$ cat config.mk
export PLATFORM = sky130hd
export DESIGN_NAME = baby_kyber_matvec_ctrl
export DESIGN_NICKNAME = d
export VERILOG_FILES = /design/src/rtl/baby_kyber_matvec_ctrl.sv
export SDC_FILE = /design/constraint.sdc
export NUM_CORES = 2
export LEC_CHECK = 0
export CORE_AREA = 4 4 650 652
export CTS_BUF_LIST = sky130_fd_sc_hd__clkbuf_16
export DETAILED_ROUTE_END_ITERATION = 10
export DIE_AREA = 0 0 654 656
export PLACE_DENSITY = 0.39
export SYNTH_ARGS = -nofsm -noshare
export SYNTH_HDL_FRONTEND = slang
export SYNTH_SLANG_ARGS = --single-unit
export TNS_END_PERCENT = 20
$ cat constraint.sdc
create_clock -name clk -period 5.8 [get_ports clk]
set_clock_uncertainty 0.1 [all_clocks]
set_input_delay 0.87 -clock clk [delete_from_list [all_inputs] [get_ports clk]]
set_output_delay 0.87 -clock clk [all_outputs]
set_load 0.05 [all_outputs]
$ cat src/rtl/baby_kyber_matvec_ctrl.sv
// baby_kyber_matvec_ctrl: sequences a shared negacyclic polynomial multiplier to compute t = A*s + e mod Q.
// Ports:
//   clk, rst_n         clock, asynchronous active-low reset
//   start, abort       job request (taken when idle) and synchronous cancel of a running job
//   mat_in/vec_s/vec_e operands A (K*K polys), s and e (K polys each), N coefficients of W bits per poly
//   busy, done         job in progress, one-cycle completion pulse
//   res_out            result t, held until the next completed job
//   mul_en/mul_a/mul_b multiplier request, operands forced to 0 when idle
//   mul_res            multiplier product, registered one cycle after mul_en
module baby_kyber_matvec_ctrl #(
    parameter int K = 2,
    parameter int N = 4,
    parameter int W = 32,
    parameter int Q = 17
) (
    input  logic                 clk,
    input  logic                 rst_n,
    input  logic                 start,
    input  logic                 abort,
    input  logic [K*K*N*W-1:0]   mat_in,
    input  logic [K*N*W-1:0]     vec_s,
    input  logic [K*N*W-1:0]     vec_e,
    output logic                 busy,
    output logic                 done,
    output logic [K*N*W-1:0]     res_out,
    output logic                 mul_en,
    output logic [N*W-1:0]       mul_a,
    output logic [N*W-1:0]       mul_b,
    input  logic [N*W-1:0]       mul_res
);
    localparam int PW = N * W;
    localparam int KK = K * K;
    localparam int IW = KK > 1 ? $clog2(KK) : 1;
    localparam int TW = K > 1 ? $clog2(K) : 1;
    typedef enum logic [1:0] {IDLE, RUN, DRAIN} state_t;
    state_t            state_q, state_d;
    logic [KK*PW-1:0]  a_q, a_d;
    logic [K*PW-1:0]   s_q, s_d, acc_q, acc_d, res_q, res_d;
    logic [IW-1:0]     idx_q, idx_d;
    logic [TW-1:0]     tag_q, tag_d;
    logic              mul_v_q, mul_v_d, done_q, done_d;
    logic [W-1:0]      sum [N];
    assign busy    = state_q != IDLE;
    assign mul_en  = state_q == RUN;
    assign mul_a   = mul_en ? a_q[int'(idx_q)*PW +: PW] : '0;
    assign mul_b   = mul_en ? s_q[(int'(idx_q) % K)*PW +: PW] : '0;
    assign done    = done_q;
    assign res_out = res_q;
    always_comb begin
        state_d = state_q;
        a_d     = a_q;
        s_d     = s_q;
        acc_d   = acc_q;
        res_d   = res_q;
        idx_d   = idx_q;
        tag_d   = tag_q;
        mul_v_d = 1'b0;
        done_d  = 1'b0;
        // mul_v_q marks a product issued last cycle; tag_q is the row it belongs to
        for (int c = 0; c < N; c++) begin
            sum[c] = acc_q[(int'(tag_q)*N+c)*W +: W] + mul_res[c*W +: W];
            acc_d[(int'(tag_q)*N+c)*W +: W] = !mul_v_q ? acc_q[(int'(tag_q)*N+c)*W +: W] :
                                              sum[c] >= W'(Q) ? sum[c] - W'(Q) : sum[c];
        end
        case (state_q)
            IDLE: if (start) begin
                a_d     = mat_in;
                s_d     = vec_s;
                acc_d   = vec_e;
                idx_d   = '0;
                state_d = RUN;
            end
            RUN: begin
                mul_v_d = !abort;
                tag_d   = TW'(int'(idx_q) / K);
                idx_d   = idx_q + 1'b1;
                state_d = abort ? IDLE : idx_q == IW'(KK-1) ? DRAIN : RUN;
            end
            DRAIN: begin
                // acc_d already holds the final accumulate of the last product
                res_d   = abort ? res_q : acc_d;
                done_d  = !abort;
                state_d = IDLE;
            end
            default: state_d = IDLE;
        endcase
    end
    always_ff @(posedge clk or negedge rst_n) begin
        if (!rst_n) begin
            state_q <= IDLE;
            a_q     <= '0;
            s_q     <= '0;
            acc_q   <= '0;
            res_q   <= '0;
            idx_q   <= '0;
            tag_q   <= '0;
            mul_v_q <= 1'b0;
            done_q  <= 1'b0;
        end else begin
            state_q <= state_d;
            a_q     <= a_d;
            s_q     <= s_d;
            acc_q   <= acc_d;
            res_q   <= res_d;
            idx_q   <= idx_d;
            tag_q   <= tag_d;
            mul_v_q <= mul_v_d;
            done_q  <= done_d;
        end
    end
endmodule

Metal 3:
Drawn at 1 px/um.
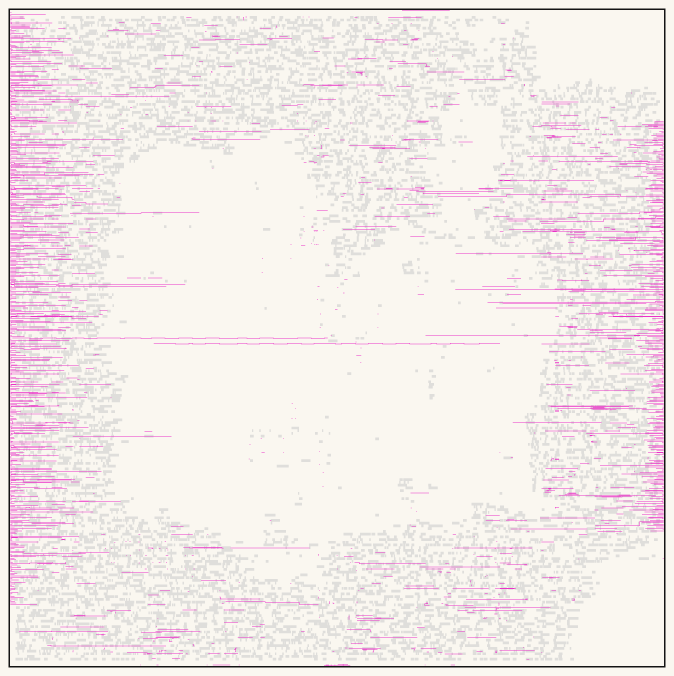
The longest straight run is 207 um. The layer holds 6.0% of the routed length. The layer carries 25.2 mm of wire.

The clock network:
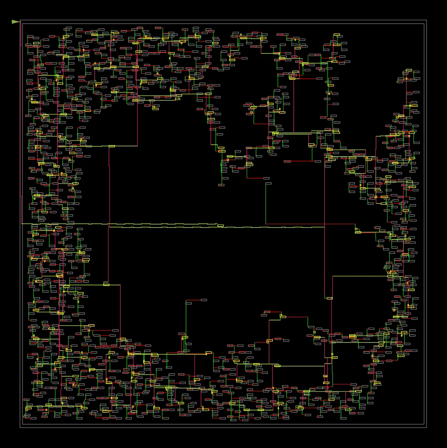
Seq cells: 1287
TritonCTS buffer count: 178
Worst-Skew Late Latency: 0.88 ns

Routed clock nets over the placement:
Drawn at 1 px/um.
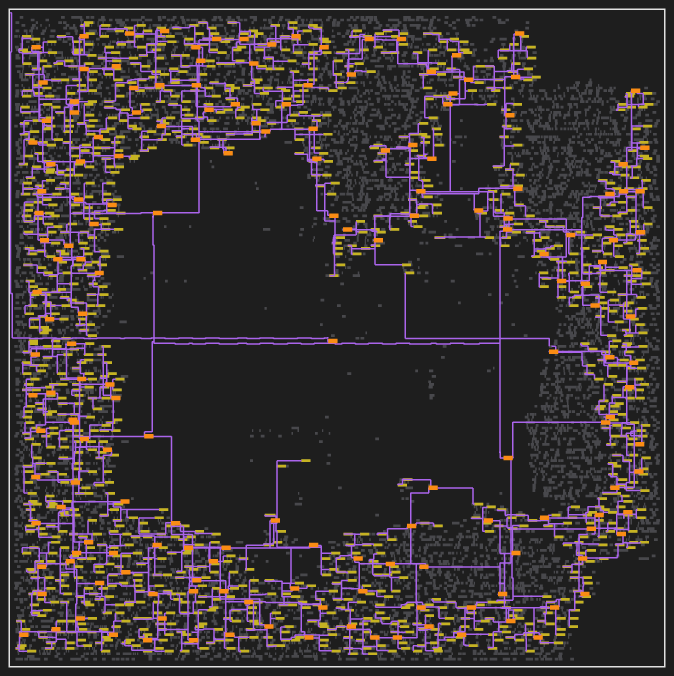
Yellow stands for flip-flops, count 1287. Orange stands for cells driving clock nets, count 178. Purple stands for clock wires, length 25.1 mm.
Position of the flops: widely spread.

Cell area per tile:
Drawn at 0.5 px/um. 33 x 33 tiles, from white (low) to dark blue (high), 0 to 100% covered.
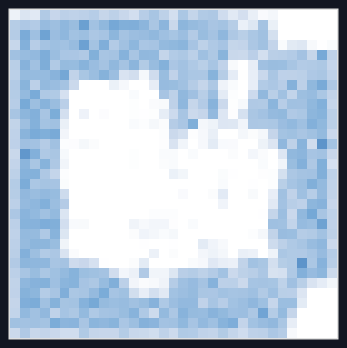
The emptiest ninth of the die: middle. The mean over all tiles is 22%. 28% of the tiles are nearly empty. The fullest tile reaches 59%.
Core Util at FP: 0.172
post-route core utilization: 0.247
Core Region: 416000 um^2

M1 wires:
Drawn at 1 px/um. Supply wires on this layer in grey.
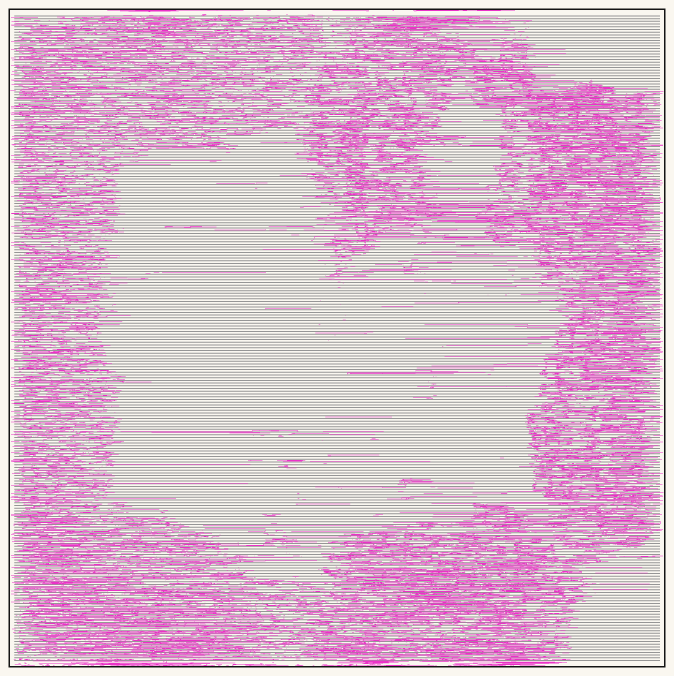
The layer holds 40% of the routed length. 10540 nets have wire on it. The longest straight run is 190 um.
Routed Wire Length: 419000 um
Global Route met1 Usage: 0.221
total number of vias: 69900

==> flow_summary_export.csv <==
group,metric,value,unit
timing,maxSlewHeadroom,0.195,
clock_network,cts_resized,2,
placed_design,placed_area,97300,um^2
detailed_routing,drcViolationCount,0,
clock_network,cts_root_buf,"clkbuf_16",
status,status,"finished, final reports clean",
layout,regMostFlops,"a_q",
grt,use_met3,0.0433,
critical_path,reg2reg_depth,17,
layout,clockNetworkAreaShare,0.0529,
timing,rsz0062_at_grt,"yes",
power_and_ir_drop,comb_power,39.8,mW
detailed_routing,drtIter0Drc,4661,
grt,grt_pass1_wl,579000,um
power_and_ir_drop,power_leader,"combinational logic",
logic_synthesis,yosysUniqueCellTypes,95,
logic_synthesis,ys_ff,1287,
logic_synthesis,yosys_most_used_dff,"dfrtp_1",
logic_synthesis,yosys_cells,8436,
clock_network,cts_sinks,1287,
timing,fin_crit,5.57,ns
grt,antenna_found_initial,186,
critical_path,critPathKind,"reg -> reg",
layout,nonClkBufAreaFrac,0.203,
detailed_routing,drt-pass1-iter-count,5,
clock_network,cts_max_path_buffers,4,
layout,nets,11500,
detailed_routing,avgViaCountPerCell,4.40,
placed_design,routabilityCongestion,0.885,
power_and_ir_drop,report.power.total,65.6,mW
power_and_ir_drop,vdd_drop_max,0.000251,V
layout,n_all_buffers,2152,
layout,regArea,32200,um^2
logic_synthesis,avgSynthCellArea,8.48,um^2
placed_design,hpwl,330000,um
-- cell families (layout without fill, tap and decap cells) --
kind of cell               Yosys count  in the layout  share of synthesized area
adders and majority gates          137            137                     0.0244
DFF                               1287           1287                      0.450
other                                0             51                          0
and+or+nand+nor                   4577           4577                      0.270
buffers and inverters              606           2508                     0.0324
muxes                              479            479                     0.0917
AOI/OAI and AO/OA                 1240           1240                      0.118
xor gates and xnor gates           110            110                     0.0135
-- layer usage --
layer  wire length [um]  part of all wire
met1             167000              0.40
met2             213000              0.51
met3              25200             0.060
met4              13900             0.033
met5                843            0.0020
-- stage by stage --
stage               hold slack [ns]  TNS, ns
detailed placement            0.357    -5.45
global placement              0.352    -6.83
global route                  0.321  -0.0366
CTS                           0.274        0
floorplan                     0.340        0
finish                        0.365        0
